<file path="src/rtl/ram_arbiter_pkg.sv">
// Shared constants and types for the two-port RAM arbiter.
// RAM command encodings, port identifiers and the lock counter helper live here
// so the top and the picker agree on one encoding.
package ram_arbiter_pkg;

  localparam logic RstEnable = 1'b1;
  localparam logic RamRead   = 1'b1;
  localparam logic RamWrite  = 1'b0;
  localparam logic Port0     = 1'b0;
  localparam logic Port1     = 1'b1;

  // Width of the consecutive-locked-grant counter (lock build only).
  localparam int LockCntW = 4;

  // Control half of the registered RAM command stage.
  typedef struct packed {
    logic cs;     // command valid on the RAM pins
    logic rw;     // RamRead / RamWrite
    logic owner;  // port that issued the command
  } issue_ctl_t;

  // Saturating increment for the lock counter.
  function automatic logic [LockCntW-1:0] sat_inc(input logic [LockCntW-1:0] v);
    return (&v) ? v : v + LockCntW'(1);
  endfunction

endpackage

</file>
<file path="src/rtl/ram_arbiter_rr_pick2.sv">
// Combinational two-way round-robin picker.
// On a tie the port that did not win last time is chosen.
module ram_arbiter_rr_pick2
  import ram_arbiter_pkg::*;
(
  input  logic req0,
  input  logic req1,
  input  logic last,
  output logic win,
  output logic any
);

  // Pick the winner from the two requests and the previous winner.
  always_comb begin
    win = Port0;
    any = req0 | req1;
    if (req0 && req1) begin
      win = ~last;
    end else if (req1) begin
      win = Port1;
    end
  end

endmodule

</file>
<file path="src/rtl/ram_arbiter.sv">
// Two-port arbiter in front of a single-port data RAM.
// Port 0 is the CPU load/store port, port 1 the loader/debug DMA port.
// Grants are combinational; the RAM command is registered one cycle after the
// grant and read data is registered one cycle later, so rvalid follows a read
// grant by exactly two cycles.  One access is accepted per cycle.
// Optional feature: define RAM_ARB_LOCK_EN to let a requester hold the grant
// with its lock input for up to LOCK_MAX consecutive grants.
//
// Handshake: gnt_i is high in the cycle a request is accepted; the requester
// may change req/we/addr/wdata in the next cycle.  rvalid_i is a one-cycle
// pulse with rdata_i valid in that cycle and zero otherwise; it cannot be
// stalled.
module ram_arbiter
  import ram_arbiter_pkg::*;
#(
  parameter int AW       = 32,
  parameter int DW       = 32,
  parameter int LOCK_MAX = 8
) (
  input  logic          clk,
  input  logic          rst,
  input  logic          req0,
  input  logic          req1,
  input  logic          we0,
  input  logic          we1,
  input  logic [AW-1:0] addr0,
  input  logic [AW-1:0] addr1,
  input  logic [DW-1:0] wdata0,
  input  logic [DW-1:0] wdata1,
  input  logic          lock0,
  input  logic          lock1,
  output logic          gnt0,
  output logic          gnt1,
  output logic          rvalid0,
  output logic          rvalid1,
  output logic [DW-1:0] rdata0,
  output logic [DW-1:0] rdata1,
  output logic          ram_cs,
  output logic          ram_rw,
  output logic [AW-1:0] ram_addr,
  output logic [DW-1:0] ram_wdata,
  input  logic [DW-1:0] ram_rdata
);

  logic          last_q, last_d;
  issue_ctl_t    issue_q, issue_d;
  logic [AW-1:0] ram_addr_q, ram_addr_d;
  logic [DW-1:0] ram_wdata_q, ram_wdata_d;
  logic          rvalid0_q, rvalid0_d;
  logic          rvalid1_q, rvalid1_d;
  logic [DW-1:0] rdata0_q, rdata0_d;
  logic [DW-1:0] rdata1_q, rdata1_d;

  logic pick_win, pick_any;
  logic win, any_win, grant;

  ram_arbiter_rr_pick2 u_rr_pick2 (
    .req0 (req0),
    .req1 (req1),
    .last (last_q),
    .win  (pick_win),
    .any  (pick_any)
  );

`ifdef RAM_ARB_LOCK_EN
  localparam logic [LockCntW-1:0] LockMaxC = LockCntW'(LOCK_MAX);

  logic [LockCntW-1:0] lock_cnt_q, lock_cnt_d;
  logic                hold_req, hold_lock, lock_hold, win_lock;

  // A locked run keeps the last winner in front of the round-robin picker
  // until it drops req/lock or has used up LOCK_MAX grants in a row.
  always_comb begin
    hold_req   = (last_q == Port1) ? req1 : req0;
    hold_lock  = (last_q == Port1) ? lock1 : lock0;
    lock_hold  = (lock_cnt_q != '0) && (lock_cnt_q < LockMaxC) && hold_req && hold_lock;
    win        = lock_hold ? last_q : pick_win;
    any_win    = pick_any;
    win_lock   = (win == Port1) ? lock1 : lock0;
    lock_cnt_d = '0;
    if (any_win && win_lock) begin
      // Continuing a run counts up; any other locked grant starts a new run.
      lock_cnt_d = lock_hold ? sat_inc(lock_cnt_q) : LockCntW'(1);
    end
  end

  // Lock counter register.
  always_ff @(posedge clk) begin
    if (rst == RstEnable) begin
      lock_cnt_q <= '0;
    end else begin
      lock_cnt_q <= lock_cnt_d;
    end
  end
`else
  logic unused_lock;

  // Pure round-robin: lock inputs have no effect.
  always_comb begin
    win         = pick_win;
    any_win     = pick_any;
    unused_lock = lock0 ^ lock1 ^ (LOCK_MAX == 0);
  end
`endif

  assign grant = any_win && (rst != RstEnable);
  assign gnt0  = grant && (win == Port0);
  assign gnt1  = grant && (win == Port1);

  // Next values for the command stage and the read-return stage.
  always_comb begin
    last_d      = last_q;
    issue_d     = '{cs: 1'b0, rw: RamRead, owner: Port0};
    ram_addr_d  = ram_addr_q;
    ram_wdata_d = ram_wdata_q;
    if (any_win) begin
      last_d        = win;
      issue_d.cs    = 1'b1;
      issue_d.owner = win;
      if (win == Port1) begin
        issue_d.rw  = we1 ? RamWrite : RamRead;
        ram_addr_d  = addr1;
        ram_wdata_d = wdata1;
      end else begin
        issue_d.rw  = we0 ? RamWrite : RamRead;
        ram_addr_d  = addr0;
        ram_wdata_d = wdata0;
      end
    end
    // The RAM is presenting data for the read issued last cycle.
    rvalid0_d = issue_q.cs && (issue_q.rw == RamRead) && (issue_q.owner == Port0);
    rvalid1_d = issue_q.cs && (issue_q.rw == RamRead) && (issue_q.owner == Port1);
    rdata0_d  = rvalid0_d ? ram_rdata : '0;
    rdata1_d  = rvalid1_d ? ram_rdata : '0;
  end

  // Command and return registers; reset discards anything in flight.
  always_ff @(posedge clk) begin
    if (rst == RstEnable) begin
      last_q      <= Port1;
      issue_q     <= '{cs: 1'b0, rw: RamRead, owner: Port0};
      ram_addr_q  <= '0;
      ram_wdata_q <= '0;
      rvalid0_q   <= 1'b0;
      rvalid1_q   <= 1'b0;
      rdata0_q    <= '0;
      rdata1_q    <= '0;
    end else begin
      last_q      <= last_d;
      issue_q     <= issue_d;
      ram_addr_q  <= ram_addr_d;
      ram_wdata_q <= ram_wdata_d;
      rvalid0_q   <= rvalid0_d;
      rvalid1_q   <= rvalid1_d;
      rdata0_q    <= rdata0_d;
      rdata1_q    <= rdata1_d;
    end
  end

  assign ram_cs    = issue_q.cs;
  assign ram_rw    = issue_q.rw;
  assign ram_addr  = ram_addr_q;
  assign ram_wdata = ram_wdata_q;
  assign rvalid0   = rvalid0_q;
  assign rvalid1   = rvalid1_q;
  assign rdata0    = rdata0_q;
  assign rdata1    = rdata1_q;

endmodule

</file>
<file path="config.mk">
export PLATFORM = sky130hd
export DESIGN_NAME = ram_arbiter
export DESIGN_NICKNAME = d
export VERILOG_FILES = /design/src/rtl/ram_arbiter_pkg.sv /design/src/rtl/ram_arbiter_rr_pick2.sv /design/src/rtl/ram_arbiter.sv
export SDC_FILE = /design/constraint.sdc
export NUM_CORES = 1
export LEC_CHECK = 0
export ABC_CLOCK_PERIOD_IN_PS = 1600
export CORE_AREA = 2 2 118 120
export DETAILED_ROUTE_END_ITERATION = 10
export DIE_AREA = 0 0 120 122
export PLACE_DENSITY = 0.75
export SYNTH_ARGS = -nofsm -noshare
export SYNTH_HDL_FRONTEND = slang
export SYNTH_SLANG_ARGS = --single-unit
</file>
<file path="constraint.sdc">
create_clock -name clk -period 1.6 [get_ports clk]
set_input_delay 0.24 -clock clk [delete_from_list [all_inputs] [get_ports clk]]
set_output_delay 0.24 -clock clk [all_outputs]
set_load 0.02 [all_outputs]
</file>
### M1 wires, run 1

(2 px per um) Supply wires on this layer in gray.
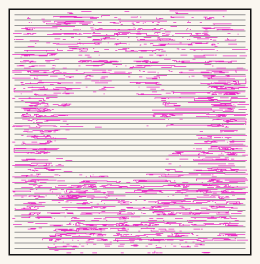
longest straight run: 63.7 um
share of all routed wire: 39%
nets with wire on the layer: 736
main direction: horizontal
routed vias: 4063
met1 Use GR: 0.210
final WL: 14.8 mm

### Metal 3, run 1

(4 px per um) Cells faint in the background.
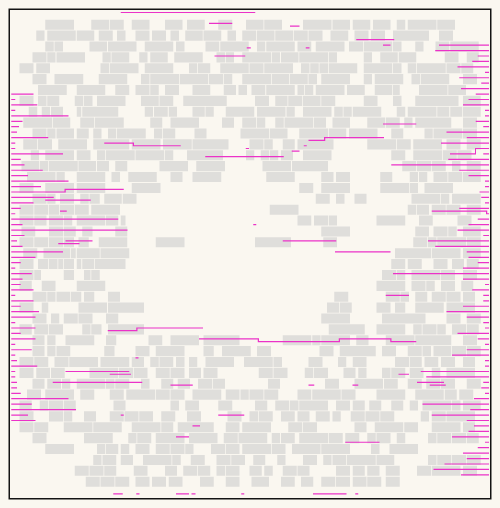
nets with wire on the layer: 167
longest straight run: 33.4 um
wire length on this layer: 1180 um
GRT met3 Usage: 0.0693

==> reports/results.tsv, run 1 <==
stage	metric	value	unit
final_layout	Fillers	1106	
worst_hold_path	Hold Crit Endpoint	ram_rw	
worst_setup_path	kind of critical path	reg2out	
yosys	Yosys chip area	0.00435	sq mm
die	core area	0.0135	sq mm
status	run status	finished, final reports clean	
yosys	mapped cell area	0.00435	sq mm
worst_setup_path	slowest stage cell, crit path	clkdlybuf4s50_1	
global_route	first-pass GRT wire length	21.8	mm
clock_network	H-Tree Depth	4	
clock_network	TritonCTS clock tree	yes	
die	Placement Rows	43	
worst_setup_path	Critical Path, Cell by Cell	clkdlybuf4s50_1	
yosys	Async S/R FF share, synth	0	
drt	routed len/inst	17.1	um
worst_hold_path	worst hold start	we1	
die	die extent in x	120	um
yosys	Syn Area/Cell	11.9	sq um
yosys	Top area cell types	dfxtp_1 (62%), and2_1 (18%), a221o_1 (15%)	
drt	Post-DRT Antenna Nets	0	
worst_setup_path	CP Launch Type	register	
run	Max Cap Viol	0	
worst_setup_path	CP endpoint kind	output pin	
global_route	grt total ovfl	0	
drt	Iter 0 DRT Violations	151	
die	Die Y	122	um
worst_hold_path	Hold Crit Class	in2reg	
run	Tool Warnings	28	
global_route	pin count of the biggest net entering global routing	59	
yosys	Seq cells post-synth	134	
place	GP Congestion	0.840	
clock_network	CTS max path bufs	2	
timing	final setup violating endpoints	0	
timing	worst-margin pin slew	0.293	ns
final_layout	Post-Layout Inst Area	0.00826	sq mm
drt	DR vias/cell	4.69	
final_layout	share of layout cells above drive strength 1	0.0801	
drt	drt drc	0	
yosys	Seq/Total Area, Yosys	0.616	
timing	Max transition margin	0.804	
die	Die ar.	0.0146	sq mm
clock_network	clock sinks	134	
yosys	Syn Nets	534	
power	VDD IR-drop max	711	uV
clock_network	Num CTS Buffers	17	
clock_network	Clock Latency Late Sink	0.41	ns
global_route	initial antenna violation count	0	
power	PD cells	1060	mW/mm^2
global_route	vias in the first global route	4144	
worst_setup_path	CP Max Fanout	1	
worst_setup_path	worst path bufs/invs	1	
timing	cycle use final	0.976	
timing	max-slew violations	0	
yosys	ys cells	366	
final_layout	final net count	842	
worst_hold_path	hold path cells	2	
yosys	main flop type	dfxtp_1	
place	port bufs	299	
worst_setup_path	arrival time worst endpoint	1.32	ns
worst_setup_path	Reg2Reg Depth	5	
yosys	most common cell in the netlist	dfxtp_1	
final_layout	ANT cells	0	
die	io pins	302	
yosys	Yosys cell types	17	
yosys	Mapped Cells	366	
die	Initial Util	0.322	
final_layout	Core Util, Final	0.612	
worst_setup_path	worst stage delay on the critical path	0.61	ns
drt	iteration tally of the first detailed-router pass	5	
timing	f_max	0.640	GHz
power	total power	8.78	mW
final_layout	layout overhead on the synthesized area	89.9	%
worst_setup_path	critical path's top delay family	buffers and inverters	
power	Lkg Pwr	4.33	nW
timing	Hold Slack	0.394	ns
global_route	total track usage	0.194	
worst_setup_path	Req. time, crit path	1.36	ns
worst_setup_path	r2r endpoint	ram_addr[5]	
yosys	EDFF count, synth	0	
yosys	synth warn	0	
yosys	Yosys top cell by area	dfxtp_1	
place	post-placement cell area	0.00764	sq mm
yosys	Area leader share	0.616	
yosys	Post-synth top cells	dfxtp_1 (134), and2_1 (128), a221o_1 (64)	
clock_network	hold_buf cts	0	
clock_network	clock slew at reported path FFs	0.06	ns
clock_network	clk root buf	clkbuf_16	
timing	min Tclk post-route	1.56	ns
timing	final hold violation count	0	
place	dpl hpwl	10.7	mm
worst_setup_path	reg-to-reg startpoint	last_q	
worst_setup_path	reg-to-reg setup timing slack	0.12	ns
### Clock wiring as the flow saved it, run 1

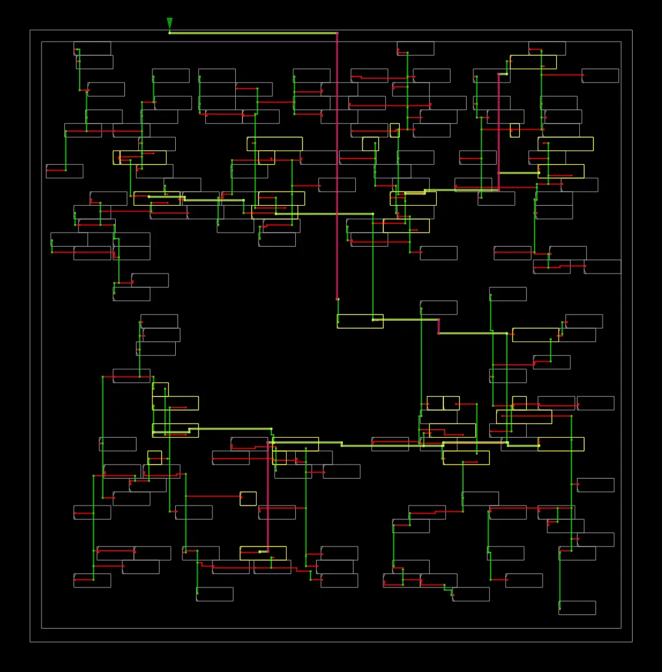
Layout Skew: 0.00528 ns
Clk power: 3.96 mW
flip-flops: 134

==> run 1: through the flow <==
step	instances	TNS, ns	worst slack [ns]
3_3_place_gp	835	-18.37	-0.303
5_1_grt	867	-0.0300	-0.0176
6_report	867	0	0.0378
2_1_floorplan	366	0	0.296
3_5_place_dp	835	-19.63	-0.319
4_1_cts	867	0	0.000181
==> run 1: sequential cells by signal, indices dropped and copies added, names as in the netlist <==
name	count
rdata1	32
ram_cs	1
rvalid0	1
ram_addr	32
rvalid1	1
rdata0	32
ram_wdata	32
ram_rw	1
issue_q	1
last_q	1
==> run 1: report_power, final <==
group,switching [mW],internal [mW]
clock network,1.49,2.46
registers,0.0748,3.52
logic,0.522,0.710
total,2.09,6.69
==> run 1: per-layer routing <==
layer / part of all wire / track usage / up-vias
li1: - / - / 1915
met1: 0.39 / 0.210 / 1905
met2: 0.51 / 0.344 / 214
met3: 0.080 / 0.0693 / 29
met4: 0.024 / 0.0779 / 0
met5: 0 / 0 / -
==> run 1: layout by cell type (no fill, tap or decap) <==
master / count
clkdlybuf4s50_1: 176
dfxtp_1: 133
and2_1: 128
dlygate4sd2_1: 74
a221o_1: 64
dlymetal6s2s_1: 47
clkbuf_16: 17
buf_4: 11
buf_12: 5
clkinvlp_4: 3
inv_6: 3
clkinv_4: 3
bufinv_16: 3
nand2_1: 2
nor2_1: 2
clkinv_2: 2
buf_2: 2
nor2b_1: 1
nor3b_4: 1
and3b_2: 1
nor3_4: 1
nor3_2: 1
nor3b_2: 1
o21ai_0: 1
nand2b_1: 1
a22oi_1: 1
and3b_1: 1
clkbuf_1: 1
dfxtp_2: 1
==> run 1: area by class of cell <==
cell class              instances  area [sq um]  share of cell area
repair buffers                315          3190               0.386
well taps                     180           225              0.0273
flip-flops and latches        134          2680               0.325
clock inverters                14           175              0.0212
clock buffers                  18           429              0.0519
multi-input cells             206          1560               0.189
==> run 1: cells by family (layout without fill, tap and decap cells) <==
family | count (synthesis) | count (layout) | share of synthesized area
and+or+nand+nor | 140 | 140 | 0.202
DFF | 134 | 134 | 0.616
AOI/OAI and AO/OA | 66 | 66 | 0.150
buffers and inverters | 26 | 347 | 0.0311
==> run 1: repair_timing <==
action	CTS	global route
setup endpoints to repair	76	49
buffers inserted	0	0
resized	80	50
==> run 1: how the worst max path moves through the flow <==
stage | startpoint | to | slack, ns | depth (start not counted)
floorplan | ram_cs | rdata1[22] | 0.30 | 4
global placement | req1 | gnt1 | -0.30 | 4
detailed placement | req1 | ram_addr[5] | -0.32 | 6
CTS | rdata0[3] | rdata0[3] | 0.0002 | 1
global route | rdata1[22] | rdata1[22] | -0.02 | 1
finish | rdata1[15] | rdata1[15] | 0.04 | 1
--- run 2 (diff from run 1) ---
- CORE_AREA: 2 2 118 120 -> 2 2 117 119
- CTS_BUF_LIST: default -> sky130_fd_sc_hd__clkbuf_8
- DIE_AREA: 0 0 120 122 -> 0 0 119 121
- PLACE_DENSITY: 0.75 -> 0.77
- TNS_END_PERCENT: default -> 50
### Local utilization, run 2

(3 px per um) 12 x 12 tiles, from white (low) to dark blue (high), 0 to 100% covered.
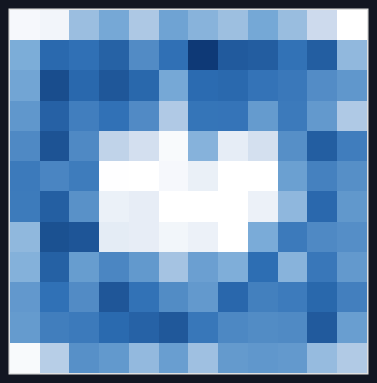
tiles over 75% full: 19%
emptiest ninth of the die: center
mean over tiles: 53%
nearly empty tiles: 6.2%
Core Util, Final: 0.597
core area: 0.0131 sq mm
Initial Util: 0.333

==> run 2 against run 1 <==
Compared with the run above: largest cell class unchanged; die size is 1.6% lower; design area is 5.4% lower; largest power group is now registers; clock power down 32%; synthesized cell count stayed put; global-route usage grew 0.063 points; setup slack improved by 0.0011 ns; register-to-register slack worse by 0.05 ns; synthesized area did not move; clock-buffer cell count is the same; fmax is essentially flat.
==> reports/results.tsv, run 2 <==
stage	metric	value	unit
worst_setup_path	critical path's top delay family	buffers and inverters	
yosys	Async S/R FF share, synth	0	
yosys	Seq cells post-synth	134	
timing	Hold Slack	0.298	ns
power	Reg power frac	0.480	
clock_network	clock slew at reported path FFs	0.07	ns
worst_setup_path	slowest stage cell, crit path	clkdlybuf4s50_1	
power	Gate power share	0.160	
yosys	Yosys chip area	0.00435	sq mm
clock_network	H-Tree Depth	4	
drt	final WL	14.3	mm
final_layout	Top Layout Cells	clkdlybuf4s50_1 (164), dlygate4sd2_1 (133), dfxtp_1 (133), and2_1 (128), a221o_1 (64)	
timing	Layout Skew	0.00912	ns
drt	routed vias	4001	
yosys	Area leader share	0.616	
yosys	Mapped Cells	366	
power	VDD IR-drop max	497	uV
worst_setup_path	CP Launch Type	input port	
power	NetSw	1.88	mW
yosys	Post-synth top cells	dfxtp_1 (134), and2_1 (128), a221o_1 (64)	
timing	final setup violating endpoints	0	
timing	f_max	0.641	GHz
timing	setup tns final	0	ns
clock_network	clk root buf	clkbuf_8	
final_layout	Post-Layout Inst Area	0.00782	sq mm
worst_hold_path	Hold Crit Class	in2reg	
yosys	Yosys top cell by area	dfxtp_1	
timing	max-slew violations	0	
die	Placement Rows	42	
die	die extent in x	119	um
global_route	pin count of the biggest net entering global routing	62	
power	Sw Ratio	0.251	
yosys	most common cell in the netlist	dfxtp_1	
final_layout	dominant logic cell type in the layout	clkdlybuf4s50_1	
clock_network	Clock Latency Late Sink	0.44	ns
global_route	initial antenna violation count	0	
worst_setup_path	kind of critical path	in2reg	
power	PD cells	957	mW/mm^2
clock_network	CTS max path bufs	2	
drt	drt drc	0	
clock_network	TritonCTS clock tree	yes	
clock_network	clock sinks	134	
yosys	Syn Nets	534	
yosys	Syn Area/Cell	11.9	sq um
die	Die Y	121	um
worst_setup_path	CP Max Fanout	61	
drt	DR vias/cell	4.65	
power	internal power	5.60	mW
final_layout	Fillers	1098	
place	port bufs	299	
place	post-placement cell area	0.00761	sq mm
global_route	first-pass GRT wire length	21.6	mm
status	run status	finished, final reports clean	
power	part of the power in the clock network	0.360	
yosys	mapped cell area	0.00435	sq mm
place	GP Congestion	0.836	
timing	slack of the critical path	0.0389	ns
timing	worst-margin pin slew	0.674	ns
worst_setup_path	Req. time, crit path	1.92	ns
place	dpl hpwl	10.9	mm
==> run 2: cell type report <==
| class | instances | area [sq um] | area share |
|---|---|---|---|
| Clock buffer | 18 | 248 | 0.0317 |
| Clock inverter | 14 | 136 | 0.0174 |
| Multi-Input combinational cell | 206 | 1560 | 0.199 |
| Sequential cell | 134 | 2680 | 0.343 |
| Tap cell | 176 | 220 | 0.0282 |
| Timing Repair Buffer | 313 | 2970 | 0.380 |
==> run 2: what timing repair did <==
item | in CTS | in global routing
setup endpoints to repair | 134 | 2
gates resized | 140 | 2
cloned | 0 | 0
==> run 2: power by group through the flow <==
| stage | clock, mW | combinational [mW] | sequential [mW] |
|---|---|---|---|
| floorplan | 0 | 0.250 | 3.87 |
| global placement | 0 | 1.30 | 3.66 |
| detailed placement | 0 | 1.33 | 3.67 |
| CTS | 2.77 | 1.21 | 3.59 |
| global route | 2.92 | 1.26 | 3.60 |
| finish | 2.69 | 1.20 | 3.59 |
==> run 2: final timing paths <==
check,start,endpoint,slack [ns],depth (start not counted)
worst max-delay path,req1,ram_wdata[16],0.04,6
worst min-delay path,rst,last_q,0.30,2
worst max register to register,last_q,ram_wdata[16],0.07,4
worst min register to register,last_q,last_q,0.54,2
==> run 2: cell families (layout without fill, tap and decap cells) <==
group,Yosys count,count (layout),synth area share
simple gates,140,140,0.202
flops,134,134,0.616
compound gates,66,66,0.150
buf+inv,26,345,0.0311
==> run 2: layer usage <==
| metal | track usage | wire length (um) |
|---|---|---|
| met1 | 0.198 | 5310 |
| met4 | 0.0893 | 464 |
| met5 | 0 | 0 |
| met2 | 0.350 | 7320 |
| met3 | 0.0761 | 1190 |
==> run 2: through the flow <==
stage	power (mW)	utilization	instances
after floorplan	4.12	-	366
after global placement	4.96	0.581	829
after detailed placement	4.99	0.581	829
after CTS	7.57	0.598	861
after global routing	7.79	0.597	861
final	7.48	0.597	861
==> run 2: worst reg2reg max path: stages, from the launching register on <==
cell and delay, ns:
dfxtp_2 0.34, nand2_1 0.07, and3b_2 0.20, buf_4 0.53, a221o_1 0.34
--- run 3 (diff from run 2) ---
- ABC_CLOCK_PERIOD_IN_PS: 1600 -> 1500
- CTS_CLUSTER_SIZE: default -> 30
- clock period: 1.6 -> 1.5 ns (I/O delays scaled with it)
### Metal 3, run 3

(4 px per um) Cells faint in the background.
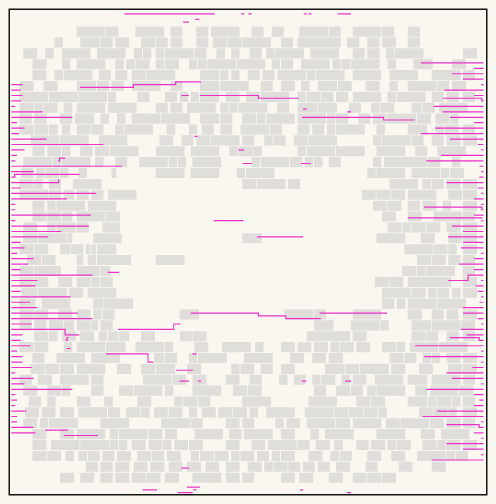
main direction: horizontal
longest straight run: 27.4 um
final WL: 14.3 mm
routed vias: 4011
GRT met3 Usage: 0.0747

==> run 3 against run 2 <==
Compared with the run above: sequential power increased by 6.4%; largest power group unchanged; sequential cell count unchanged; clock power grew 28%; core utilization increased by 0.75 points; setup slack got worse by 0.034 ns; sequential share of layout area decreased by 0.39 points; critical path type is now in2out; worst hold slack improved by 0.061 ns; clock skew grew 0.0025 ns; largest cell class unchanged; via count is 0.25% higher; clock-buffer cell count is 4 higher; design area is 1.2% higher.
==> reports/results.tsv, run 3 <==
stage	metric	value	unit
status	run status	finished, final reports clean	
worst_setup_path	Req. time, crit path	1.27	ns
global_route	pin count of the biggest net entering global routing	66	
yosys	Async S/R FF share, synth	0	
final_layout	ANT cells	0	
timing	setup tns final	0	ns
clock_network	H-Tree Depth	4	
global_route	grt total ovfl	0	
clock_network	Post-CTS Setup Bufs	0	
yosys	Seq cells post-synth	134	
global_route	first-pass GRT wire length	21.8	mm
run	Max Cap Viol	0	
die	Die ar.	0.0144	sq mm
global_route	vias in the first global route	4177	
final_layout	dominant logic cell type in the layout	clkdlybuf4s50_1	
yosys	Post-synth top cells	dfxtp_1 (134), and2_1 (128), a221o_1 (64)	
place	post-placement cell area	0.00760	sq mm
worst_hold_path	Hold Crit Class	in2reg	
drt	routed len/inst	16.7	um
yosys	Yosys top cell by area	dfxtp_1	
yosys	Yosys cell types	17	
final_layout	layout overhead on the synthesized area	81.9	%
worst_setup_path	CP Max Fanout	3	
die	die extent in x	119	um
yosys	main flop type	dfxtp_1	
yosys	Yosys chip area	0.00435	sq mm
yosys	Syn Area/Cell	11.9	sq um
clock_network	clock sinks	134	
run	Tool Warnings	30	
drt	DR vias/cell	4.67	
place	port bufs	299	
final_layout	share of layout cells above drive strength 1	0.0762	
timing	min Tclk post-route	1.49	ns
place	dpl hpwl	10.4	mm
power	PD cells	1080	mW/mm^2
final_layout	Fillers	1097	
worst_setup_path	CP Launch Type	input port	
die	Initial Util	0.333	
place	GP Congestion	0.840	
worst_setup_path	worst stage delay on the critical path	0.46	ns
timing	f_max	0.669	GHz
worst_setup_path	slowest stage cell, crit path	clkdlybuf4s50_1	
yosys	EDFF count, synth	0	
power	Lkg Pwr	3.69	nW
worst_setup_path	Critical Path, Cell by Cell	clkdlybuf4s50_1 -> nor2b_4 -> nor3b_4 -> buf_6	
worst_setup_path	CP endpoint kind	output pin	
yosys	mapped cell area	0.00435	sq mm
timing	final setup violating endpoints	0	
drt	Post-DRT Antenna Nets	0	
yosys	Area leader share	0.616	
clock_network	clock slew at reported path FFs	0.07	ns
die	core area	0.0131	sq mm
clock_network	hold_buf cts	0	
clock_network	Clock Latency Late Sink	0.44	ns
timing	RSZ-0062 raised after global routing	true	
timing	max-slew violations	0	
die	Die Y	121	um
final_layout	Post-Layout Inst Area	0.00792	sq mm
power	VDD IR-drop max	632	uV
timing	final hold violation count	0	
timing	cycle use final	0.997	
yosys	Mapped Cells	366	
drt	drt drc	0	
timing	Max transition margin	0.785	
global_route	total track usage	0.196	
drt	iteration tally of the first detailed-router pass	4	
drt	Iter 0 DRT Violations	248	
worst_setup_path	kind of critical path	in2out	
place	Place WS	-0.433	ns
clock_network	TritonCTS clock tree	yes	
global_route	initial antenna violation count	0	
yosys	Seq/Total Area, Yosys	0.616	
clock_network	clk root buf	clkbuf_8	
timing	worst-margin pin slew	0.322	ns
yosys	synth warn	0	
clock_network	CTS max path bufs	2	
yosys	Top area cell types	dfxtp_1 (62%), and2_1 (18%), a221o_1 (15%)	
final_layout	final net count	837	
yosys	most common cell in the netlist	dfxtp_1	
yosys	Syn Nets	534	
timing	slack of the critical path	0.00510	ns
yosys	ys cells	366	
die	io pins	302	
die	Placement Rows	42	
final_layout	Top Layout Cells	clkdlybuf4s50_1 (165), dfxtp_1 (133), dlygate4sd2_1 (132), and2_1 (128), a221o_1 (64)	
worst_setup_path	arrival time worst endpoint	1.27	ns
clock_network	Num CTS Buffers	17	
timing	Layout Skew	0.0116	ns
[run 3: cell count changes in the layout (fill, tap and decap cells not counted), moves of 2 or more]
| cell | change |
|---|---|
| buf_6 | +2 |
| clkbuf_8 | +4 |
| buf_4 | -4 |
| inv_1 | -4 |
| bufinv_16 | +2 |
| buf_2 | -2 |
[run 3: repair_timing]
item,in CTS,in global routing
pin swaps,0,1
endpoints found under the hold margin,0,0
gates resized,144,4
setup endpoints to repair,134,2
[run 3: cells by family (layout without fill, tap and decap cells)]
group,count (synthesis),count (layout),share of synthesized area
simple gates,140,140,0.202
flops,134,134,0.616
compound gates,66,66,0.150
buf+inv,26,342,0.0311
[run 3: per-stage QoR]
step | power [mW] | cells | hold slack [ns] | utilization
finish | 8.55 | 858 | 0.359 | 0.605
global route | 8.88 | 858 | 0.327 | 0.605
CTS | 8.65 | 858 | 0.319 | 0.604
detailed placement | 5.31 | 826 | 0.521 | 0.581
global placement | 5.29 | 826 | 0.539 | 0.581
floorplan | 4.39 | 366 | 0.297 | -
[run 3: final cells by class]
cell class	instances	area [sq um]	share of cell area
multi-input cells	206	1570	0.198
clock inverters	10	165	0.0209
repair buffers	310	2980	0.376
well taps	176	220	0.0278
flip-flops and latches	134	2690	0.339
clock buffers	22	303	0.0383
[run 3: routing by layer]
metal | up-vias | global-route usage | share of wire
met2 | 194 | 0.339 | 0.50
met5 | - | 0 | 0
met3 | 36 | 0.0747 | 0.077
li1 | 1902 | - | -
met1 | 1879 | 0.206 | 0.38
met4 | 0 | 0.104 | 0.036
[run 3: path summary, 6_finish.rpt]
check / slack (ns) / depth (start not counted) / end / from
setup / recovery: 0.005 / 4 / gnt0 / req1
hold / removal: 0.36 / 2 / ram_rw / we1
setup reg to reg: 0.12 / 4 / ram_wdata[8] / last_q
hold reg to reg: 0.54 / 2 / last_q / last_q
[run 3: critical path: cells and delay by family]
family        cells  cell delay [ns]
buf+inv           2             0.62
simple gates      2             0.42
[run 3: power breakdown]
group	internal (mW)	leakage (nW)	switching, mW
combinational	0.728	2.36	0.553
clock	2.04	0.228	1.40
sequential	3.74	1.10	0.0789
Power and IR drop assume default switching activity.
